File: src/rtl/register_file_if.sv
// rtl/register_file_if.sv - operand-read and writeback bus of the register file
// Decode drives RS/RT, writeback drives RD/RegWrite/WriteData; reads return on ReadRS/ReadRT.
interface register_file_if #(
  parameter int DATA_W = 16,
  parameter int ADDR_W = 3
);
  logic [ADDR_W-1:0] RS;
  logic [ADDR_W-1:0] RT;
  logic [ADDR_W-1:0] RD;
  logic              RegWrite;
  logic [DATA_W-1:0] WriteData;
  logic [DATA_W-1:0] ReadRS;
  logic [DATA_W-1:0] ReadRT;

  modport master (
    output RS, RT, RD, RegWrite, WriteData,
    input  ReadRS, ReadRT
  );

  modport slave (
    input  RS, RT, RD, RegWrite, WriteData,
    output ReadRS, ReadRT
  );
endinterface

File: src/rtl/register_file.sv
// rtl/register_file.sv - 8x16 register file, two combinational reads, one clocked write, R0 = 0
// Optional write-to-read forwarding on both ports when REGFILE_BYPASS_EN is defined.
module register_file #(
  parameter int DATA_W = 16,
  parameter int ADDR_W = 3
) (
  input  logic Clock,
  input  logic ResetN,
  register_file_if.slave rf
);
  localparam int DEPTH = 1 << ADDR_W;

  // R0 has no storage; index 0 only exists in the read view.
  logic [DATA_W-1:0] regs_q [DEPTH-1:1];
  logic [DATA_W-1:0] regs_d [DEPTH-1:1];
  logic [DATA_W-1:0] read_view [DEPTH];
  logic [DATA_W-1:0] read_rs;
  logic [DATA_W-1:0] read_rt;

  always_comb begin
    for (int i = 1; i < DEPTH; i++) begin
      regs_d[i] = regs_q[i];
      if (rf.RegWrite && (rf.RD == ADDR_W'(i))) begin
        regs_d[i] = rf.WriteData;
      end
    end
  end

  always_ff @(posedge Clock or negedge ResetN) begin
    if (!ResetN) begin
      for (int i = 1; i < DEPTH; i++) begin
        regs_q[i] <= '0;
      end
    end else begin
      for (int i = 1; i < DEPTH; i++) begin
        regs_q[i] <= regs_d[i];
      end
    end
  end

  always_comb begin
    read_view[0] = '0;
    for (int i = 1; i < DEPTH; i++) begin
      read_view[i] = regs_q[i];
    end
  end

`ifdef REGFILE_BYPASS_EN
  logic fwd_valid;
  logic fwd_rs;
  logic fwd_rt;

  // Forward only a write that will actually land, and never during reset.
  always_comb begin
    fwd_valid = ResetN && rf.RegWrite && (rf.RD != '0);
    fwd_rs    = fwd_valid && (rf.RS == rf.RD);
    fwd_rt    = fwd_valid && (rf.RT == rf.RD);
    read_rs   = fwd_rs ? rf.WriteData : read_view[rf.RS];
    read_rt   = fwd_rt ? rf.WriteData : read_view[rf.RT];
  end
`else
  always_comb begin
    read_rs = read_view[rf.RS];
    read_rt = read_view[rf.RT];
  end
`endif

  assign rf.ReadRS = read_rs;
  assign rf.ReadRT = read_rt;
endmodule

File: src/flat_wrapper.sv
// flat-port wrapper written by rule: the top's interface ports become plain ports
module register_file_flat 
#(
  parameter int DATA_W = 16,
  parameter int ADDR_W = 3
)
  (Clock, ResetN, rf_RS, rf_RT, rf_RD, rf_RegWrite, rf_WriteData, rf_ReadRS, rf_ReadRT);
  register_file_if #(.DATA_W(DATA_W), .ADDR_W(ADDR_W)) rf_i ();
  input  logic Clock;
  input  logic ResetN;
  input wire logic [$bits(rf_i.RS)-1:0] rf_RS;
  input wire logic [$bits(rf_i.RT)-1:0] rf_RT;
  input wire logic [$bits(rf_i.RD)-1:0] rf_RD;
  input wire logic [$bits(rf_i.RegWrite)-1:0] rf_RegWrite;
  input wire logic [$bits(rf_i.WriteData)-1:0] rf_WriteData;
  output wire logic [$bits(rf_i.ReadRS)-1:0] rf_ReadRS;
  output wire logic [$bits(rf_i.ReadRT)-1:0] rf_ReadRT;
  assign rf_i.RS = rf_RS;
  assign rf_i.RT = rf_RT;
  assign rf_i.RD = rf_RD;
  assign rf_i.RegWrite = rf_RegWrite;
  assign rf_i.WriteData = rf_WriteData;
  assign rf_ReadRS = rf_i.ReadRS;
  assign rf_ReadRT = rf_i.ReadRT;
  register_file #(.DATA_W(DATA_W), .ADDR_W(ADDR_W)) u_core (.Clock(Clock), .ResetN(ResetN), .rf(rf_i));
endmodule
File: config.mk
export PLATFORM = sky130hd
export DESIGN_NAME = register_file_flat
export DESIGN_NICKNAME = d
export VERILOG_FILES = /design/src/rtl/register_file_if.sv /design/src/rtl/register_file.sv /design/src/flat_wrapper.sv
export SDC_FILE = /design/constraint.sdc
export NUM_CORES = 1
export LEC_CHECK = 0
export ABC_AREA = 1
export ABC_CLOCK_PERIOD_IN_PS = 900
export CELL_PAD_IN_SITES_DETAIL_PLACEMENT = 1
export CELL_PAD_IN_SITES_GLOBAL_PLACEMENT = 2
export CORE_MARGIN = 2
export CORE_UTILIZATION = 29
export DETAILED_ROUTE_END_ITERATION = 10
export GPL_ROUTABILITY_DRIVEN = 1
export PLACE_DENSITY = 0.86
export RECOVER_POWER = 100
export SLEW_MARGIN = 15
export SYNTH_ARGS = -nofsm -noshare
export SYNTH_HDL_FRONTEND = slang
export SYNTH_SLANG_ARGS = --single-unit
export TNS_END_PERCENT = 100
File: constraint.sdc
create_clock -name Clock -period 0.9 [get_ports Clock]
set_input_delay 0.09 -clock Clock [delete_from_list [all_inputs] [get_ports Clock]]
set_output_delay 0.09 -clock Clock [all_outputs]
set_load 0.005 [all_outputs]
==> impl_report.txt, run 1 <==
IMPLEMENTATION SUMMARY REPORT
----------------------------------------------------
[Power]
  Net switching power ........................ 5.77 mW

[Floorplanning]
  Die Footprint ........................ approximately 24000 µm²
  Area inside the core boundary ........................ 22000 µm²

[Final layout]
  Ant. Diodes ........................ 0
  Sequential cell area ........................ 2800 µm²
  Total number of nets in the final design ........................ 1205

[Route]
  Initial DRT Pass Iterations ........................ 5
  Total length of routed wires ........................ 26.8 mm
  Post-route DRC ........................ 0
  Vias after detailed routing ........................ 7163

[Status]
  Outcome ........................ complete, but fails checks
  Failing checks ........................ negative setup slack

[Synth]
  Number of enable-type register cells in the synthesized netlist ........................ 0
  Synth flops ........................ around 110
  Synth Instances ........................ slightly above 1000
  Number of cells in Yosys stat ........................ 1010
  Most popular library cell in the synthesized design by count ........................ nand2_1

[Job]
  Number of OpenROAD warnings ........................ 28

[STA]
  Setup violation total in the final timing report ........................ 34
  Max-slew violation count ........................ 0
  Fraction of the cycle the final worst path needs ........................ 161%
  Unrepaired setup endpoints after global routing ........................ true
  Post-layout worst setup margin ........................ -552 ps

[CTS]
  Number of gates given a new drive strength after cts ........................ 231
  Num Clock Sinks ........................ roughly 110

[Global route]
  Initial antenna violation count ........................ 0
  Via count of the first global-routing pass ........................ 7357

[Setup path]
  Classification of the worst setup path ........................ register to output port

----------------------------------------------------
-- run 1: cells by family (layout without fill, tap and decap cells) --
family / count (synthesis) / count (layout) / synth area share (%)
DFF: 112 / 112 / 42.8
buffers and inverters: 181 / 353 / 11.5
and+or+nand+nor: 605 / 605 / 37.1
AOI/OAI and AO/OA: 112 / 112 / 8.57
-- run 1: layout make-up --
cell class                      count  share of cell area (%)
Clock inverter                      4                   0.337
Multi-Input combinational cell    717                    36.9
Inverter                          122                    4.93
Tap cell                          280                    3.77
Sequential cell                   112                    30.2
Timing Repair Buffer              215                    21.4
Clock buffer                       12                    2.54
-- run 1: metal layers --
layer	global-route usage, %	wire [µm]	vias up
met4	6.99	673	0
li1	-	-	3421
met5	0	0	-
met2	37.7	13100	144
met3	2.24	831	39
met1	29.7	12200	3559
-- run 1: placed cells by master, fill, tap and decap left out --
| cell | n |
|---|---|
| buf_4 | 111 |
| clkbuf_16 | 10 |
| clkbuf_1 | 3 |
| dlygate4sd3_1 | 1 |
| nor3_1 | 1 |
| nand2_4 | 2 |
| nor2_2 | 1 |
| o21ai_2 | 3 |
| clkdlybuf4s50_1 | 18 |
| buf_16 | 4 |
| o21ai_1 | 25 |
| buf_6 | 20 |
| nor2_1 | 1 |
| nand2_8 | 1 |
| nand2_2 | 61 |
| nor2_4 | 3 |
| buf_12 | 18 |
| inv_1 | 36 |
| buf_8 | 1 |
| clkinv_4 | 1 |
| dfrtp_1 | 112 |
| clkbuf_8 | 1 |
| clkbuf_2 | 3 |
| inv_2 | 86 |
| clkinvlp_4 | 3 |
| nand3_1 | 49 |
| dlygate4sd2_1 | 4 |
| nand3_4 | 1 |
| buf_2 | 33 |
| o21ai_0 | 84 |
| nand2_1 | 437 |
| nand3_2 | 48 |
-- run 1: stage by stage --
step	setup TNS (ps)	power (mW)	hold WS [ps]	util [%]
6_report	-15120	16.3	144	42.3
5_1_grt	-20480	17.3	164	42.3
4_1_cts	-15080	15.5	108	39.9
3_5_place_dp	-85860	11.2	-43.8	36.7
3_3_place_gp	-82340	11.0	-43.8	36.7
2_1_floorplan	0	8.96	-206	-
-- run 1: power by group through the flow --
| stage | clock [mW] | sequential, mW | combinational, mW |
|---|---|---|---|
| after floorplan | 0 | 6.44 | 2.52 |
| after global placement | 0 | 6.57 | 4.46 |
| after detailed placement | 0 | 6.61 | 4.60 |
| after CTS | 3.92 | 6.57 | 4.97 |
| after global routing | 4.11 | 6.77 | 6.42 |
| final | 3.88 | 6.67 | 5.75 |
-- run 1: worst max-delay path, cell delays in order (launching register included) --
cell     delay, ps
dfrtp_1        380
inv_2          100
nand2_1         70
nand3_1        120
nand2_2         80
nand2_2         70
nand2_2         70
buf_6          120
-- run 1: worst paths after layout --
check,cells past startpoint,end,slack (ps),startpoint
setup / recovery,7,rf_ReadRS[11],-550,u_core.read_view[11]
min in group Clock,4,u_core.read_view[70],290,rf_RD[1]
hold / removal,2,u_core.read_view[80],140,ResetN
hold reg to reg,2,u_core.read_view[92],490,u_core.read_view[92]
max in group asynchronous,3,u_core.read_view[44],80,ResetN
setup reg to reg,4,u_core.read_view[55],20,u_core.read_view[55]
==> run_1/util_map.png <==
15 x 15 tiles, from white (low) to dark blue (high), 0 to 100% covered.
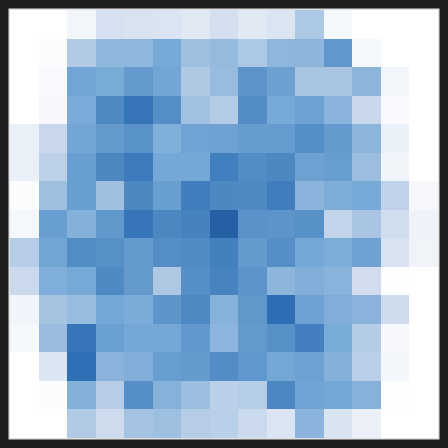
emptiest ninth of the die = top right
nearly empty tiles = 12%
mean over tiles = 38%
densest ninth of the die = middle
fullest tile = 81%

==> run_1/m1.png <==
Supply wires on this layer in gray.
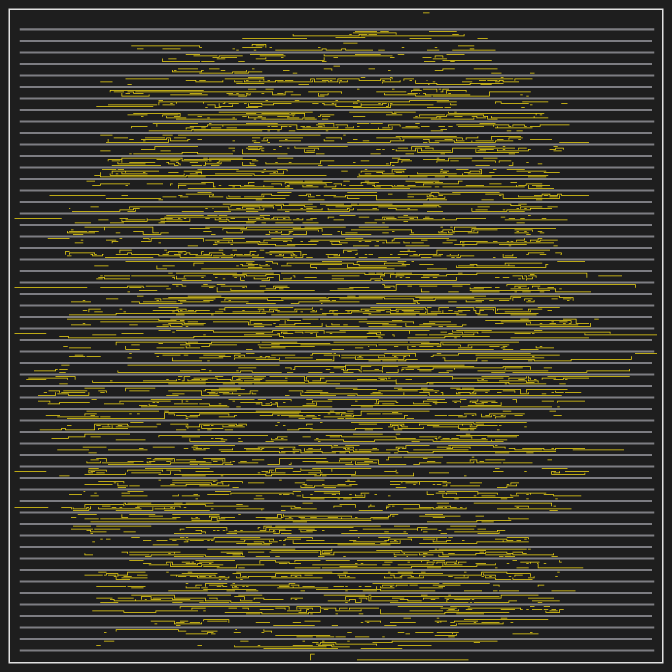
longest straight run = 59.3 µm
nets with wire on the layer = 1111
share of all routed wire = 45%

==> run_1/m4.png <==
Scale bar: 50 µm. Supply wires on this layer in gray. Cells faint in the background.
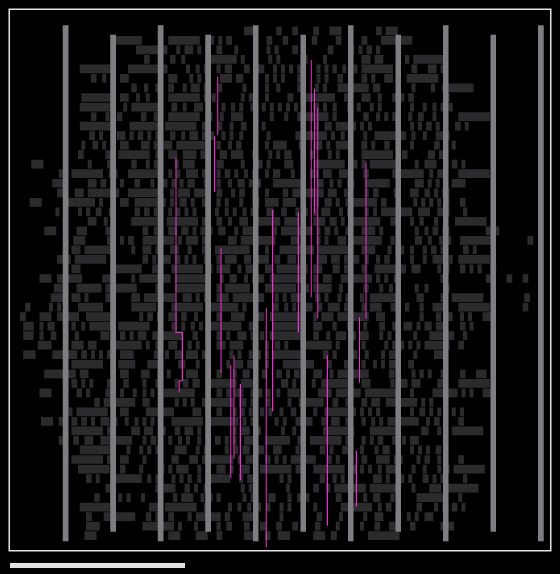
main direction = vertical
longest straight run = 68.0 µm
nets with wire on the layer = 15
share of all routed wire = 2.5%
wire length on this layer = 673 µm

==> run 2, diff against run 1 <==
CORE_UTILIZATION = 30   (was 29)
CTS_BUF_LIST = sky130_fd_sc_hd__clkbuf_2 sky130_fd_sc_hd__clkbuf_4 sky130_fd_sc_hd__clkbuf_8   (was not set)
PLACE_DENSITY = 0.88   (was 0.86)
==> run_2/m4.png <==
Scale bar: 50 µm. Supply wires on this layer in gray. Cells faint in the background.
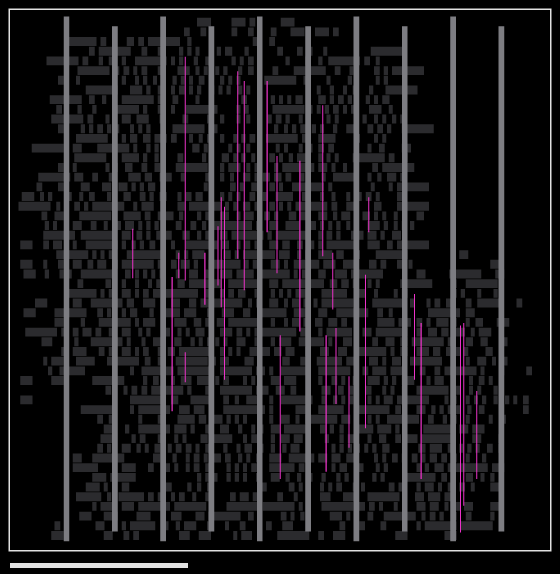
share of all routed wire = 3.3%
wire length on this layer = 901 µm
nets with wire on the layer = 22
main direction = vertical
longest straight run = 62.6 µm
vias after detailed routing: 7206
total length of routed wires: 27.4 mm

==> run_2/m1.png <==
Supply wires on this layer in gray.
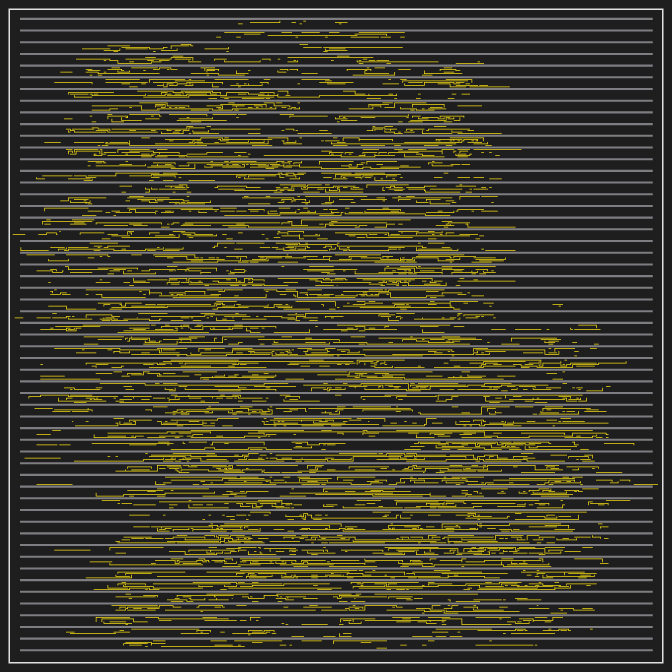
share of all routed wire = 43%
nets with wire on the layer = 1114
fraction of met1 tracks used by global routing: 31.1%

==> run 2 against run 1 <==
  * The run still ends with negative setup slack left
  * Routed wire length increased by 2.3%
  * Sequential power is essentially flat
  * Clock skew stayed put
  * Final cell count fell by 1.3%
  * Largest cell class unchanged
  * Highest routed layer unchanged
==> impl_report.txt, run 2 <==
IMPLEMENTATION SUMMARY REPORT
----------------------------------------------------
[Final layout]
  Ant. Diodes ........................ 0 (unchanged)
  Total number of nets in the final design ........................ 1186 (was 1205)
  Final cell utilization of the core ........................ 42.5% (was 42.3%)
  Most common cell after layout, fill and taps aside ........................ nand2_1 (unchanged)
  Commonest cells after routing, fill and taps aside ........................ nand2_1, dfrtp_1, buf_4 (unchanged)

[Floorplanning]
  Area inside the core boundary ........................ 21600 µm² (was 22000 µm²)
  Die Footprint ........................ 23000 µm² (was 23800 µm²)

[STA]
  Setup violation total in the final timing report ........................ 41 (was 34)
  Post-layout worst setup margin ........................ -589 ps (was -552 ps)
  Max-slew violation count ........................ 0 (unchanged)
  Unrepaired setup endpoints after global routing ........................ true (unchanged)
  Final TNS setup ........................ -16990 ps (was -15120 ps)
  Fraction of the cycle the final worst path needs ........................ 165% (was 161%)

[Route]
  Initial DRT Pass Iterations ........................ 4 (was 5)

[Synth]
  Synth flops ........................ 112 (unchanged)
  Most popular library cell in the synthesized design by count ........................ nand2_1 (unchanged)

[Setup path]
  Delay of the slowest cell on the worst path ........................ 400 ps (was 380 ps)
  Critical path buffers and inverters ........................ 3 (was 2)
  Cell family with the largest share of critical-path delay ........................ flip-flops (was simple AND/OR/NAND/NOR gates)
  Classification of the worst setup path ........................ register to output port (unchanged)
  Cell Chain, Critical Path ........................ inv_2, buf_6, nand2_4, nand3_2, nand2_1, nand2_1, nand2_1, buf_2 (was inv_2, nand2_1, nand3_1, nand2_2, nand2_2, nand2_2, buf_6)
  Library cell appearing most often on the critical path ........................ nand2_1 (was nand2_2)

[CTS]
  Num Clock Sinks ........................ 112 (unchanged)

[Status]
  Failing checks ........................ negative setup slack (unchanged)
  Outcome ........................ complete, but fails checks (unchanged)

[Global route]
  Initial antenna violation count ........................ 0 (unchanged)

----------------------------------------------------
==> run 2: cell counts after synthesis <==
No cell type changed its count.
==> run 2: what timing repair did <==
action                     4_1_cts  5_1_grt
hold buffers                     1        0
hold endpoints to repair       112        0
setup endpoints to repair      144       56
pin swaps                       74       79
cloned                           5        0
gates resized                  218      184
setup buffers                   19       37
==> run 2: layer usage <==
metal / up-vias / part of all wire, % / global-route usage, %
li1: 3387 / - / -
met1: 3591 / 43 / 31.1
met2: 168 / 50 / 41.4
met3: 60 / 3.5 / 2.60
met4: 0 / 3.3 / 9.17
met5: - / 0 / 0
==> run 2: per-stage QoR <==
stage	instance area, µm²	hold slack (ps)	instances
after global placement	8100	-14.4	1371
final	9190	168	1443
after CTS	8610	73.5	1412
after floorplan	6550	-206	1010
after detailed placement	8100	-13.9	1371
after global routing	9190	217	1443
==> run 2: final cells by class <==
type                    count  area (µm²)  share of cell area (%)
inverters                 122         458                    4.98
multi-input cells         717        3490                    38.0
clock inverters             7        78.8                   0.858
repair buffers            196        1880                    20.5
flip-flops and latches    112        2800                    30.5
clock buffers               9         124                    1.35
well taps                 280         350                    3.81
==> run 2: cell families after synthesis <==
family	share of synthesized area (%)
compound gates	8.57
buf+inv	11.5
flops	42.8
simple gates	37.1
==> run 2: path summary, 6_finish.rpt <==
check / startpoint / to / slack (ps) / depth (start not counted)
worst max-delay path: u_core.read_view[83] / rf_ReadRT[3] / -590 / 8
max in group asynchronous: ResetN / u_core.read_view[69] / 80 / 3
worst min-delay path: ResetN / u_core.read_view[48] / 170 / 2
worst max register to register: u_core.read_view[64] / u_core.read_view[64] / 0 / 4
min in group Clock: rf_WriteData[9] / u_core.read_view[9] / 230 / 3
worst min register to register: u_core.read_view[74] / u_core.read_view[74] / 510 / 2
==> run 2: power breakdown <==
part	switching [mW]	leakage (nW)	total [mW]	internal [mW]
combinational	3.16	3.46	5.76	2.60
sequential	0.667	1.40	6.65	5.98
clock	2.02	0.0977	3.34	1.32
total	5.85	4.96	15.8	9.90
No activity file was given, so power comes from the tool's default toggle rates.
